Fig. 1: floorplan with the power grid
Bar = 20 um. Pins as bars on the die edge.
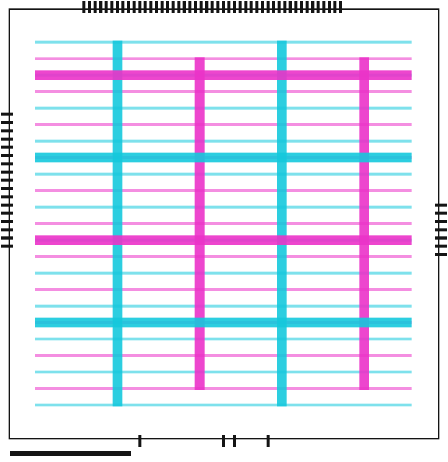
Fig. 2: cell classes on the final placement
Bar = 20 um.
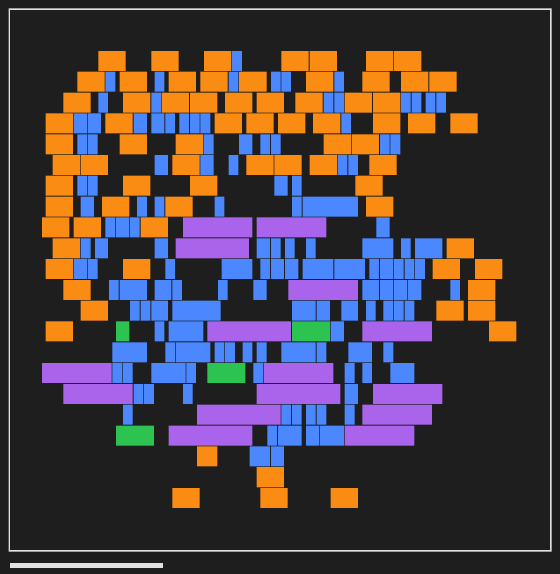
Fig. 3: routed clock nets over the placement
Bar = 20 um.
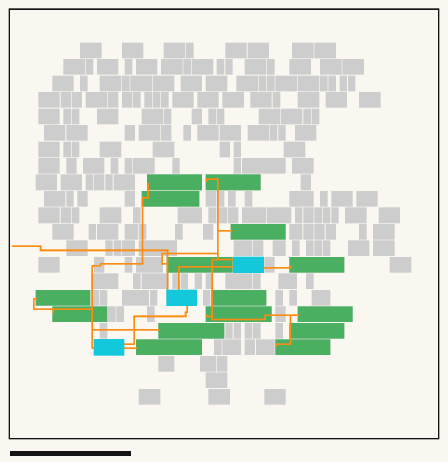
File: config.mk
export PLATFORM = sky130hd
export DESIGN_NAME = mem_req_arbiter
export DESIGN_NICKNAME = d
export VERILOG_FILES = /design/src/rtl/mem_pkg.sv /design/src/rtl/id_fifo.sv /design/src/rtl/mem_req_arbiter.sv
export SDC_FILE = /design/constraint.sdc
export NUM_CORES = 1
export LEC_CHECK = 0
export ABC_AREA = 1
export CAP_MARGIN = 10
export CORE_MARGIN = 4
export CORE_UTILIZATION = 30
export CTS_CLUSTER_DIAMETER = 200
export DETAILED_ROUTE_END_ITERATION = 8
export PLACE_DENSITY = 0.75
export SYNTH_ARGS = -nofsm -noshare
export SYNTH_HDL_FRONTEND = slang
export SYNTH_SLANG_ARGS = --single-unit
File: constraint.sdc
create_clock -name clk -period 7.1 [get_ports clk]
set_clock_uncertainty 0.1 [all_clocks]
set_input_delay 1.065 -clock clk [delete_from_list [all_inputs] [get_ports clk]]
set_output_delay 1.065 -clock clk [all_outputs]
set_load 0.02 [all_outputs]
File: src/rtl/mem_pkg.sv
// Shared types for the two-master memory request arbiter: master IDs and the
// request record carried from a master to the memory interface.
package mem_pkg;

  localparam int REQ_DATA_W = 8;
  localparam int REQ_ADDR_W = 4;

  typedef enum logic {
    M0 = 1'b0,
    M1 = 1'b1
  } master_id_t;

  typedef struct packed {
    logic                  write;
    logic [REQ_ADDR_W-1:0] addr;
    logic [REQ_DATA_W-1:0] wdata;
  } mem_req_t;

endpackage

File: src/rtl/id_fifo.sv
// In-order FIFO of master IDs for outstanding reads; head is visible
// combinationally so a response can be routed in the cycle it arrives.
module id_fifo
  import mem_pkg::*;
#(
  parameter int DEPTH = 4
) (
  input  logic       clk,
  input  logic       rst_n,
  input  logic       push,
  input  master_id_t push_id,
  input  logic       pop,
  output master_id_t head,
  output logic       full,
  output logic       empty
);

  localparam int PTR_W = $clog2(DEPTH);

  master_id_t       mem_q [DEPTH];
  logic [PTR_W-1:0] wr_ptr_q, wr_ptr_d;
  logic [PTR_W-1:0] rd_ptr_q, rd_ptr_d;
  logic [PTR_W:0]   count_q, count_d;

  always_ff @(posedge clk) begin
    if (push) mem_q[wr_ptr_q] <= push_id;
  end

  always_comb begin
    wr_ptr_d = wr_ptr_q;
    rd_ptr_d = rd_ptr_q;
    count_d  = count_q;
    if (push) wr_ptr_d = wr_ptr_q + 1'b1;
    if (pop)  rd_ptr_d = rd_ptr_q + 1'b1;
    if (push && !pop)      count_d = count_q + 1'b1;
    else if (!push && pop) count_d = count_q - 1'b1;
  end

  always_ff @(posedge clk or negedge rst_n) begin
    if (!rst_n) begin
      wr_ptr_q <= '0;
      rd_ptr_q <= '0;
      count_q  <= '0;
    end else begin
      wr_ptr_q <= wr_ptr_d;
      rd_ptr_q <= rd_ptr_d;
      count_q  <= count_d;
    end
  end

  assign head  = mem_q[rd_ptr_q];
  assign full  = (count_q == (PTR_W+1)'(DEPTH));
  assign empty = (count_q == '0);

endmodule

File: src/rtl/mem_req_arbiter.sv
// Round-robin arbiter merging load/store (m0) and fetch (m1) requests onto one
// memory request port, routing in-order read responses back by issuing master.
module mem_req_arbiter
  import mem_pkg::*;
#(
  parameter int DATA_W    = REQ_DATA_W,
  parameter int ADDR_W    = REQ_ADDR_W,
  parameter int MAX_OUTST = 4
) (
  input  logic              clk,
  input  logic              rst_n,
  input  logic              m0_req_valid,
  input  logic              m0_req_write,
  input  logic [ADDR_W-1:0] m0_req_addr,
  input  logic [DATA_W-1:0] m0_req_wdata,
  output logic              m0_req_ready,
  output logic              m0_resp_valid,
  output logic [DATA_W-1:0] m0_resp_rdata,
  input  logic              m1_req_valid,
  input  logic              m1_req_write,
  input  logic [ADDR_W-1:0] m1_req_addr,
  input  logic [DATA_W-1:0] m1_req_wdata,
  output logic              m1_req_ready,
  output logic              m1_resp_valid,
  output logic [DATA_W-1:0] m1_resp_rdata,
  output logic              mem_req_valid,
  output logic              mem_req_write,
  output logic [ADDR_W-1:0] mem_req_addr,
  output logic [DATA_W-1:0] mem_req_wdata,
  input  logic              mem_req_ready,
  input  logic              mem_resp_valid,
  input  logic [DATA_W-1:0] mem_resp_rdata,
  output logic              resp_err
);

  typedef struct packed {
    logic              write;
    logic [ADDR_W-1:0] addr;
    logic [DATA_W-1:0] wdata;
  } req_t;

  master_id_t grant, head_id;
  master_id_t last_grant_q, last_grant_d;
  master_id_t lock_id_q, lock_id_d;
  logic       lock_q, lock_d;
  logic       resp_err_q, resp_err_d;
  logic       fifo_full, fifo_empty;
  logic       elig0, elig1, sel_valid, xfer, push, pop;
  req_t       req0, req1, sel_req;

  assign req0  = '{write: m0_req_write, addr: m0_req_addr, wdata: m0_req_wdata};
  assign req1  = '{write: m1_req_write, addr: m1_req_addr, wdata: m1_req_wdata};
  assign elig0 = m0_req_valid && (m0_req_write || !fifo_full);
  assign elig1 = m1_req_valid && (m1_req_write || !fifo_full);

  // Default favours the master that did not win last; lock pins a stalled grant.
  always_comb begin
    grant = (last_grant_q == M0) ? M1 : M0;
    if (lock_q)              grant = lock_id_q;
    else if (elig0 && !elig1) grant = M0;
    else if (elig1 && !elig0) grant = M1;
  end

  assign sel_req   = (grant == M0) ? req0 : req1;
  assign sel_valid = (grant == M0) ? elig0 : elig1;
  assign xfer      = sel_valid && mem_req_ready;
  assign push      = xfer && !sel_req.write;
  assign pop       = mem_resp_valid && !fifo_empty;

  always_comb begin
    last_grant_d = last_grant_q;
    lock_id_d    = lock_id_q;
    lock_d       = lock_q;
    resp_err_d   = resp_err_q || (mem_resp_valid && fifo_empty);
    if (xfer) begin
      last_grant_d = grant;
      lock_d       = 1'b0;
    end else if (sel_valid) begin
      lock_d    = 1'b1;
      lock_id_d = grant;
    end
  end

  always_ff @(posedge clk or negedge rst_n) begin
    if (!rst_n) begin
      last_grant_q <= M1;
      lock_id_q    <= M0;
      lock_q       <= 1'b0;
      resp_err_q   <= 1'b0;
    end else begin
      last_grant_q <= last_grant_d;
      lock_id_q    <= lock_id_d;
      lock_q       <= lock_d;
      resp_err_q   <= resp_err_d;
    end
  end

  id_fifo #(.DEPTH(MAX_OUTST)) u_id_fifo (
    .clk    (clk),
    .rst_n  (rst_n),
    .push   (push),
    .push_id(grant),
    .pop    (pop),
    .head   (head_id),
    .full   (fifo_full),
    .empty  (fifo_empty)
  );

  // Outputs are forced low while reset is held, even with live inputs.
  assign mem_req_valid = rst_n && sel_valid;
  assign mem_req_write = rst_n && sel_req.write;
  assign mem_req_addr  = rst_n ? sel_req.addr  : '0;
  assign mem_req_wdata = rst_n ? sel_req.wdata : '0;
  assign m0_req_ready  = rst_n && xfer && (grant == M0);
  assign m1_req_ready  = rst_n && xfer && (grant == M1);
  assign m0_resp_valid = rst_n && pop && (head_id == M0);
  assign m1_resp_valid = rst_n && pop && (head_id == M1);
  assign m0_resp_rdata = rst_n ? mem_resp_rdata : '0;
  assign m1_resp_rdata = rst_n ? mem_resp_rdata : '0;
  assign resp_err      = resp_err_q;

endmodule
==> reports/notes.md <==
The flow ran to the end, and the final reports show no timing, DRC or antenna violations. In the CTS report, the clock slew at the register clock pins of the worst setup and hold paths is listed as 0.06 ns. Fill cells in the final layout number 366. The maximum cell stage delay along the critical path is 0.63 ns.

The floorplan has 22 rows. The run gives 0.3277 ns for the actual transition at the worst max-transition pin. Once detail routing completed, the nets flagged for antenna violations numbered 0. With the count of cells along the worst hold path at 1, the number of instances in the synthesized netlist is 162. In this run the cell area of the synthesized design comes to 1175 um2. The post-CTS hold buffer count recorded in the log is 0. The run gives 0.3376 for the sequential fraction of the synthesis area. For hold timing, the worst endpoint is resp_err. Reg-to-reg endpoint: u_id_fifo.count_q[2]. Entering global routing, the biggest net connects 33 pins. OpenSTA lists the critical path startpoint as m1_req_write.

The leakage power in the latest report is 0.8905 nW. The final number of hold-violating endpoints was 0. With the via total after detailed routing at 1183, the buffer count from post-CTS setup fixing is 0. The number of detailed-route iterations in the first pass is 4, and the share of async-settable or async-resettable flops after synthesis is 0.7333. The script logs the ratio of routed vias to standard cells as 4.271.

The dominant delay contributor by cell family on the critical path was buffers and inverters. Prevailing post-synth register cell: sky130_fd_sc_hd__dfrtp_1. The data required time reported for the critical path is 5.93 ns. Counting I/O delays and the setup requirement, the final critical path takes 4.345 ns. TritonCTS built the clock tree. The sort of element at the end of the critical path was an output port. Per the Yosys statistics, synthesis produced 162 cells.

Per the placement log, port buffering inserted 74 buffers. The startpoint identified for the worst register-to-register timing path is u_id_fifo.count_q[0]. Sorting the synthesis cell report by count puts at the top sky130_fd_sc_hd__nor2_1. The floorplan core area was 3716 um2.
-- Fig. 1 (at the start) --
[cyan] VSS
[magenta] VDD
met5 straps: 4
met1 rails: 23

-- Fig. 2 (at the start) --
[orange] remaining buffers and delay cells | cells: 75
[green] clock drivers and dummy loads | cells: 4
[purple] registers | cells: 15
[blue] remaining logic cells | cells: 135

-- Fig. 3 (at the start) --
[cyan] clock-net drivers | count: 3
[orange] clock wires | length: 217 um
[green] flip-flops | count: 15
routed clock nets: 4

## layer usage
metal	global-route usage	part of all wire
met1	0.1700	0.45
met2	0.2131	0.48
met3	0.04119	0.062
met4	0.01879	0
met5	0	0
## sequential cells by signal, indices dropped and copies added, names as in the netlist
name,count
u_id_fifo.count_q,3
lock_q,1
u_id_fifo.wr_ptr_q,2
lock_id_q,1
last_grant_q,1
resp_err,1
u_id_fifo.rd_ptr_q,2
u_id_fifo.mem_q,4
## stage by stage
stage / total power [W] / hold slack, ns
final: 0.0005950 / 0.3814
after global routing: 0.0006462 / 0.4226
after CTS: 0.0005999 / 0.3876
after detailed placement: 0.0005266 / 0.3735
after global placement: 0.0005203 / 0.3592
after floorplan: 0.0003984 / 0.3591
## where the power goes
group	internal, W	switching, W	leakage [nW]
Sequential	0.000130	0.0000304	0.164
Clock	0.0000389	0.0000318	0.0255
Combinational	0.000154	0.000210	0.701
## placed cells by master, fill, tap and decap left out
| master | instances |
|---|---|
| sky130_fd_sc_hd__clkdlybuf4s50_1 | 74 |
| sky130_fd_sc_hd__nor3_1 | 2 |
| sky130_fd_sc_hd__fa_1 | 1 |
| sky130_fd_sc_hd__clkbuf_8 | 3 |
| sky130_fd_sc_hd__o21ai_0 | 14 |
| sky130_fd_sc_hd__xor2_1 | 2 |
| sky130_fd_sc_hd__nand4_1 | 2 |
| sky130_fd_sc_hd__inv_1 | 26 |
| sky130_fd_sc_hd__a31o_2 | 1 |
| sky130_fd_sc_hd__nand3_1 | 5 |
| sky130_fd_sc_hd__nor3_2 | 1 |
| sky130_fd_sc_hd__nor2_2 | 1 |
| sky130_fd_sc_hd__nand2_2 | 1 |
| sky130_fd_sc_hd__a21oi_1 | 4 |
| sky130_fd_sc_hd__nand2_4 | 3 |
| sky130_fd_sc_hd__nand3_2 | 1 |
| sky130_fd_sc_hd__xnor2_1 | 1 |
| sky130_fd_sc_hd__edfxtp_1 | 4 |
| sky130_fd_sc_hd__nor3b_1 | 1 |
| sky130_fd_sc_hd__inv_2 | 1 |
| sky130_fd_sc_hd__buf_4 | 1 |
| sky130_fd_sc_hd__o21ai_1 | 2 |
| sky130_fd_sc_hd__clkinv_2 | 1 |
| sky130_fd_sc_hd__a32oi_1 | 1 |
| sky130_fd_sc_hd__dfrtp_1 | 10 |
| sky130_fd_sc_hd__nor2_1 | 31 |
| sky130_fd_sc_hd__ha_1 | 5 |
| sky130_fd_sc_hd__nand3_4 | 1 |
| sky130_fd_sc_hd__mux2_2 | 1 |
| sky130_fd_sc_hd__nand2_1 | 27 |
| sky130_fd_sc_hd__dfstp_2 | 1 |
## cell families after synthesis
kind of cell               Yosys count  share of synthesized area
muxes                                1                   0.009584
AOI/OAI and AO/OA                   22                     0.1001
buffers and inverters               39                     0.1565
adders and majority gates            6                    0.07029
and+or+nand+nor                     76                     0.3035
DFF                                 15                     0.3376
xor gates and xnor gates             3                    0.02237
## cell type report
class	count	area, um2	area share
repair buffers	75	748.2	0.3843
multi-input cells	108	594.3	0.3053
flip-flops and latches	15	396.6	0.2037
inverters	27	101.3	0.05206
well taps	48	60.06	0.03085
clock buffers	3	41.29	0.02121
clock inverters	1	5.005	0.002571
Power and IR drop assume default switching activity.
